### src/rtl/imem_sync_loadable.sv
`default_nettype none
// ============================================================================
//  Module      : imem_sync_loadable
//  Description : Run-time loadable synchronous instruction memory for the
//                LEGv8 core. A byte PC is turned into a word index and read
//                with one cycle of latency. Reads hold while the pipeline is
//                stalled. Alignment and range faults are flagged.
//                After reset, every word is cleared to DEFAULT_INSTR.
//  Revision    : 1.0  initial release
// ============================================================================
module imem_sync_loadable #(
    parameter int          DEPTH         = 64,
    parameter int          AW            = $clog2(DEPTH),
    parameter logic [31:0] DEFAULT_INSTR = 32'hD600_0160
) (
    input  logic        clk,
    input  logic        reset,
    input  logic        rd_req,
    input  logic [31:0] rd_addr,
    input  logic        rd_stall,
    output logic [31:0] instr_out,
    output logic        instr_valid,
    output logic        fault_misalign,
    output logic        fault_range,
    input  logic        wr_en,
    input  logic [31:0] wr_addr,
    input  logic [31:0] wr_data,
    output logic        init_busy
);

    localparam logic [AW-1:0] CNT_LAST = AW'(DEPTH - 1);

    typedef enum logic [0:0] {
        ST_INIT = 1'b0,
        ST_RUN  = 1'b1
    } state_t;

    state_t          state_q, state_d;
    logic [AW-1:0]   cnt_q, cnt_d;

    logic [31:0]     mem_q [DEPTH];
    logic [31:0]     rdata_q;
    logic            dflt_q;       // instr_out shows DEFAULT_INSTR instead of RAM data
    logic            valid_q;
    logic            mis_q;
    logic            rng_q;

    logic [AW-1:0]   w_rd_idx;
    logic            w_rd_oor;
    logic            w_rd_acc;
    logic            w_wr_ok;
    logic            w_mem_we;
    logic [AW-1:0]   w_mem_waddr;
    logic [31:0]     w_mem_wdata;

    // Upper address bits above the index mean the word lies beyond DEPTH.
    assign w_rd_idx = rd_addr[AW+1:2];
    assign w_rd_oor = |rd_addr[31:AW+2];
    assign w_rd_acc = (state_q == ST_RUN) && rd_req && !rd_stall && !reset;
    assign w_wr_ok  = (state_q == ST_RUN) && wr_en
                      && (wr_addr[1:0] == 2'b00) && !(|wr_addr[31:AW+2]);

    // State and clear-counter register.
    always_ff @(posedge clk) begin
        if (reset) begin
            state_q <= ST_INIT;
            cnt_q   <= '0;
        end else begin
            state_q <= state_d;
            cnt_q   <= cnt_d;
        end
    end

    // Next state: walk the clear counter through every word, then run.
    always_comb begin
        state_d = state_q;
        cnt_d   = cnt_q;
        case (state_q)
            ST_INIT: begin
                cnt_d = cnt_q + 1'b1;
                if (cnt_q == CNT_LAST) begin
                    state_d = ST_RUN;
                end
            end
            ST_RUN: begin
                state_d = ST_RUN;
            end
            default: begin
                state_d = ST_INIT;
            end
        endcase
    end

    assign init_busy = (state_q == ST_INIT);

    // One RAM write port. The clear sequence owns it during INIT.
    // The programming port owns it during RUN.
    always_comb begin
        w_mem_we    = 1'b0;
        w_mem_waddr = wr_addr[AW+1:2];
        w_mem_wdata = wr_data;
        if (!reset) begin
            if (state_q == ST_INIT) begin
                w_mem_we    = 1'b1;
                w_mem_waddr = cnt_q;
                w_mem_wdata = DEFAULT_INSTR;
            end else if (w_wr_ok) begin
                w_mem_we    = 1'b1;
            end
        end
    end

    // RAM write port. The array has no reset.
    always_ff @(posedge clk) begin
        if (w_mem_we) begin
            mem_q[w_mem_waddr] <= w_mem_wdata;
        end
    end

    // Registered RAM read. It holds its value unless a request is accepted.
    // It reads the old word when a write hits the same address in the same cycle.
    always_ff @(posedge clk) begin
        if (w_rd_acc) begin
            rdata_q <= mem_q[w_rd_idx];
        end
    end

    // Fetch status flags. They hold on a stall and clear on an idle cycle.
    always_ff @(posedge clk) begin
        if (reset) begin
            dflt_q  <= 1'b1;
            valid_q <= 1'b0;
            mis_q   <= 1'b0;
            rng_q   <= 1'b0;
        end else if (state_q == ST_INIT) begin
            valid_q <= 1'b0;
            mis_q   <= 1'b0;
            rng_q   <= 1'b0;
        end else if (!rd_stall) begin
            valid_q <= rd_req;
            mis_q   <= rd_req && (rd_addr[1:0] != 2'b00);
            rng_q   <= rd_req && w_rd_oor;
            if (rd_req) begin
                dflt_q <= w_rd_oor;
            end
        end
    end

    assign instr_out      = dflt_q ? DEFAULT_INSTR : rdata_q;
    assign instr_valid    = valid_q;
    assign fault_misalign = mis_q;
    assign fault_range    = rng_q;

endmodule
`default_nettype wire

### config.mk
export PLATFORM = sky130hd
export DESIGN_NAME = imem_sync_loadable
export DESIGN_NICKNAME = d
export VERILOG_FILES = /design/src/rtl/imem_sync_loadable.sv
export SDC_FILE = /design/constraint.sdc
export NUM_CORES = 2
export LEC_CHECK = 0
export CAP_MARGIN = 10
export CORE_UTILIZATION = 35
export CTS_BUF_LIST = sky130_fd_sc_hd__clkbuf_4 sky130_fd_sc_hd__clkbuf_8
export DETAILED_ROUTE_END_ITERATION = 6
export PLACE_DENSITY = 0.58
export SLEW_MARGIN = 20
export SYNTH_ARGS = -nofsm -noshare
export SYNTH_HDL_FRONTEND = slang
export SYNTH_SLANG_ARGS = --single-unit
### constraint.sdc
create_clock -name clk -period 6.8 [get_ports clk]
set_input_delay 0.68 -clock clk [delete_from_list [all_inputs] [get_ports clk]]
set_output_delay 0.68 -clock clk [all_outputs]
set_load 0.05 [all_outputs]
==> results.py <==
# Auto-generated metrics
metrics = {
    "floorplan": {
        "core_um2": 225300,
        "chipArea_um2": 229200,
        "rows": 174,
    },
    "synthesis": {
        "yosysChipArea_um2": 79540,
        "common_cells": "2,080 x edfxtp_1, 510 x mux4_2, 125 x o22ai_1",
        "synth_seq_share_pct": 78.80,
        "synth_flops": 2091,
        "top_cells_by_area": "edfxtp_1 79%, mux4_2 14%, o22ai_1 0.98%",
        "ys_types": 46,
    },
    "routing": {
        "dr.pass1.iters": 7,
        "wl_met3_mm": 15.62,
        "drtIter0Drc": 3950,
        "final_antenna_net_count": 0,
        "met1_length_mm": 88.77,
    },
    "setup_path": {
        "crit_arrival_ns": 4.64,
        "worstPathMaxFanout": 32,
        "endpoint": "mem_q[27][4]",
    },
    "run_status": {
        "outcome": "complete, no violations",
    },
    "clocking": {
        "numCtsBuffers": 351,
        "h-tree-depth": 5,
        "cts-resized-gates": 0,
        "clock_path_buffers": 4,
    },
    "place": {
        "dpl.hpwl_mm": 117.1,
        "dp.cells": 6531,
    },
    "global_route": {
        "grt_pass1_vias": 38746,
        "grt.overflow.total": 0,
        "grt_use_met1_pct": 25.60,
    },
    "cells_and_area": {
        "drive_gt1_share_pct": 31.94,
        "finalNonFillerCells": 7140,
    },
    "sta": {
        "fin_crit_sh_pct": 58.47,
        "worst_pin_slew_ns": 1.178,
    },
}
[kinds of logic after synthesis]
logic type	synth area share, %
AND/OR/NAND/NOR	1.993
multiplexers	15.69
buffers and inverters	1.175
adder cells (fa/ha/maj)	0.01573
XOR/XNOR	0.04405
flip-flops	78.80
AND-OR/OR-AND	2.286
[layout by cell type, fill, tap and decap left out, types with 29 or more instances in the layout]
master,count
a21oi_1,29
buf_4,147
clkbuf_4,110
clkbuf_8,359
clkdlybuf4s50_1,131
clkinv_1,88
clkinv_2,29
edfxtp_1,2080
mux2i_1,60
mux4_2,510
nor2_1,34
nor2b_1,30
nor3_1,35
nor3_2,63
o21ai_0,36
o22ai_1,125
[final cells by class]
| class | instances | share of cell area, % |
|---|---|---|
| flip-flops and latches | 2091 | 67.95 |
| multi-input cells | 1151 | 18.01 |
| clock buffers | 469 | 6.251 |
| well taps | 2992 | 4.058 |
| repair buffers | 293 | 2.911 |
| clock inverters | 131 | 0.7826 |
| diodes | 9 | 0.02441 |
| inverters | 4 | 0.01628 |
[power by group]
group	internal, W	total [W]	switching, W
registers	0.0143	0.0143	0.0000130
logic	0.000497	0.00140	0.000898
clock network	0.00570	0.0105	0.00482
total	0.0204	0.0262	0.00573
[metrics by stage]
stage	total power, W	setup WS, ns	instance area, µm²
2_1_floorplan	0.01530	2.114	79540
3_3_place_gp	0.01592	1.510	85730
3_5_place_dp	0.01594	1.727	85740
4_1_cts	0.02644	2.855	92230
5_1_grt	0.02705	2.724	92230
6_report	0.02618	2.824	92250
[worst max-delay path, stage by stage]
cell,delay [ns]
clkdlybuf4s50_1,0.67
or4_1,0.63
nor4_1,0.68
buf_4,0.27
a32oi_4,0.15
buf_4,0.35
nor3_2,0.66
buf_4,0.48
placement.png
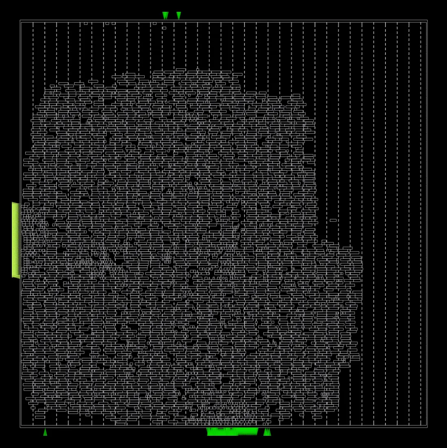
fraction of area in registers: 67.95%
sequential cells: 2,091
Core Util, Final: 40.94%
fill count: 19,761
n_taps: 2,992

io_placement.png
Pins as bars across the die edge, other pins in gray.
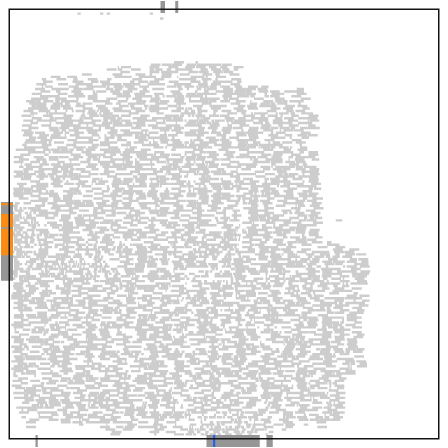
[blue] fault_range | pins: 1 | direction: output | edge: bottom
[orange] wr_data | pins: 32 | direction: input | edge: left

wires.png
Scale bar: 100 µm.
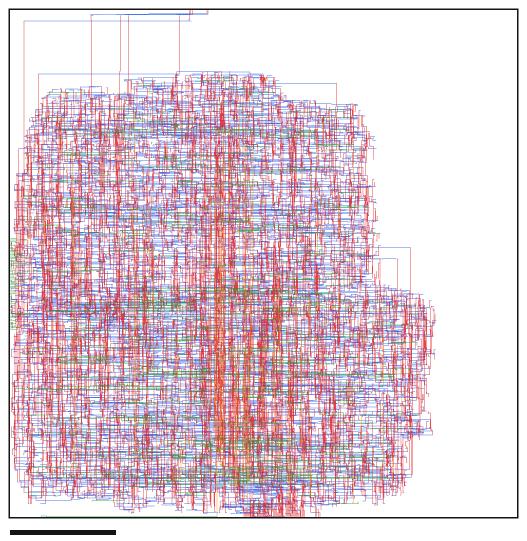
[red] metal 2 | wire length: 91.5 mm
[orange] metal 4 | wire length: 5,450 µm
[blue] metal 1 | wire length: 88.8 mm
[green] metal 3 | wire length: 15,600 µm

io_fan.png
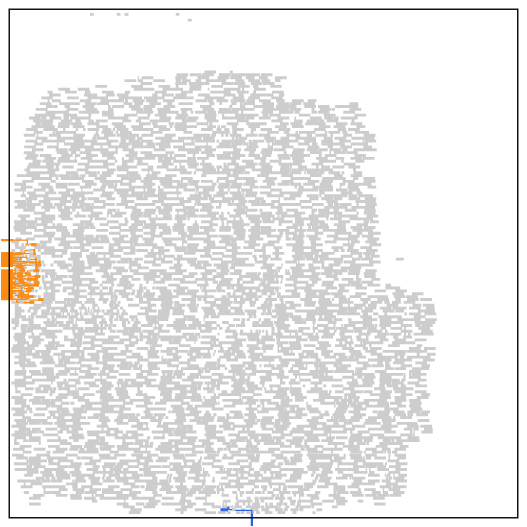
[blue] fault_range | direction: output | end cells: 1 | buffers: 1 | wire: 29.0 µm
[orange] wr_data | direction: input | end cells: 32 | buffers: 32 | wire: 648 µm
Ports: 137
PortBufs: 136

Power and IR drop assume default switching activity.
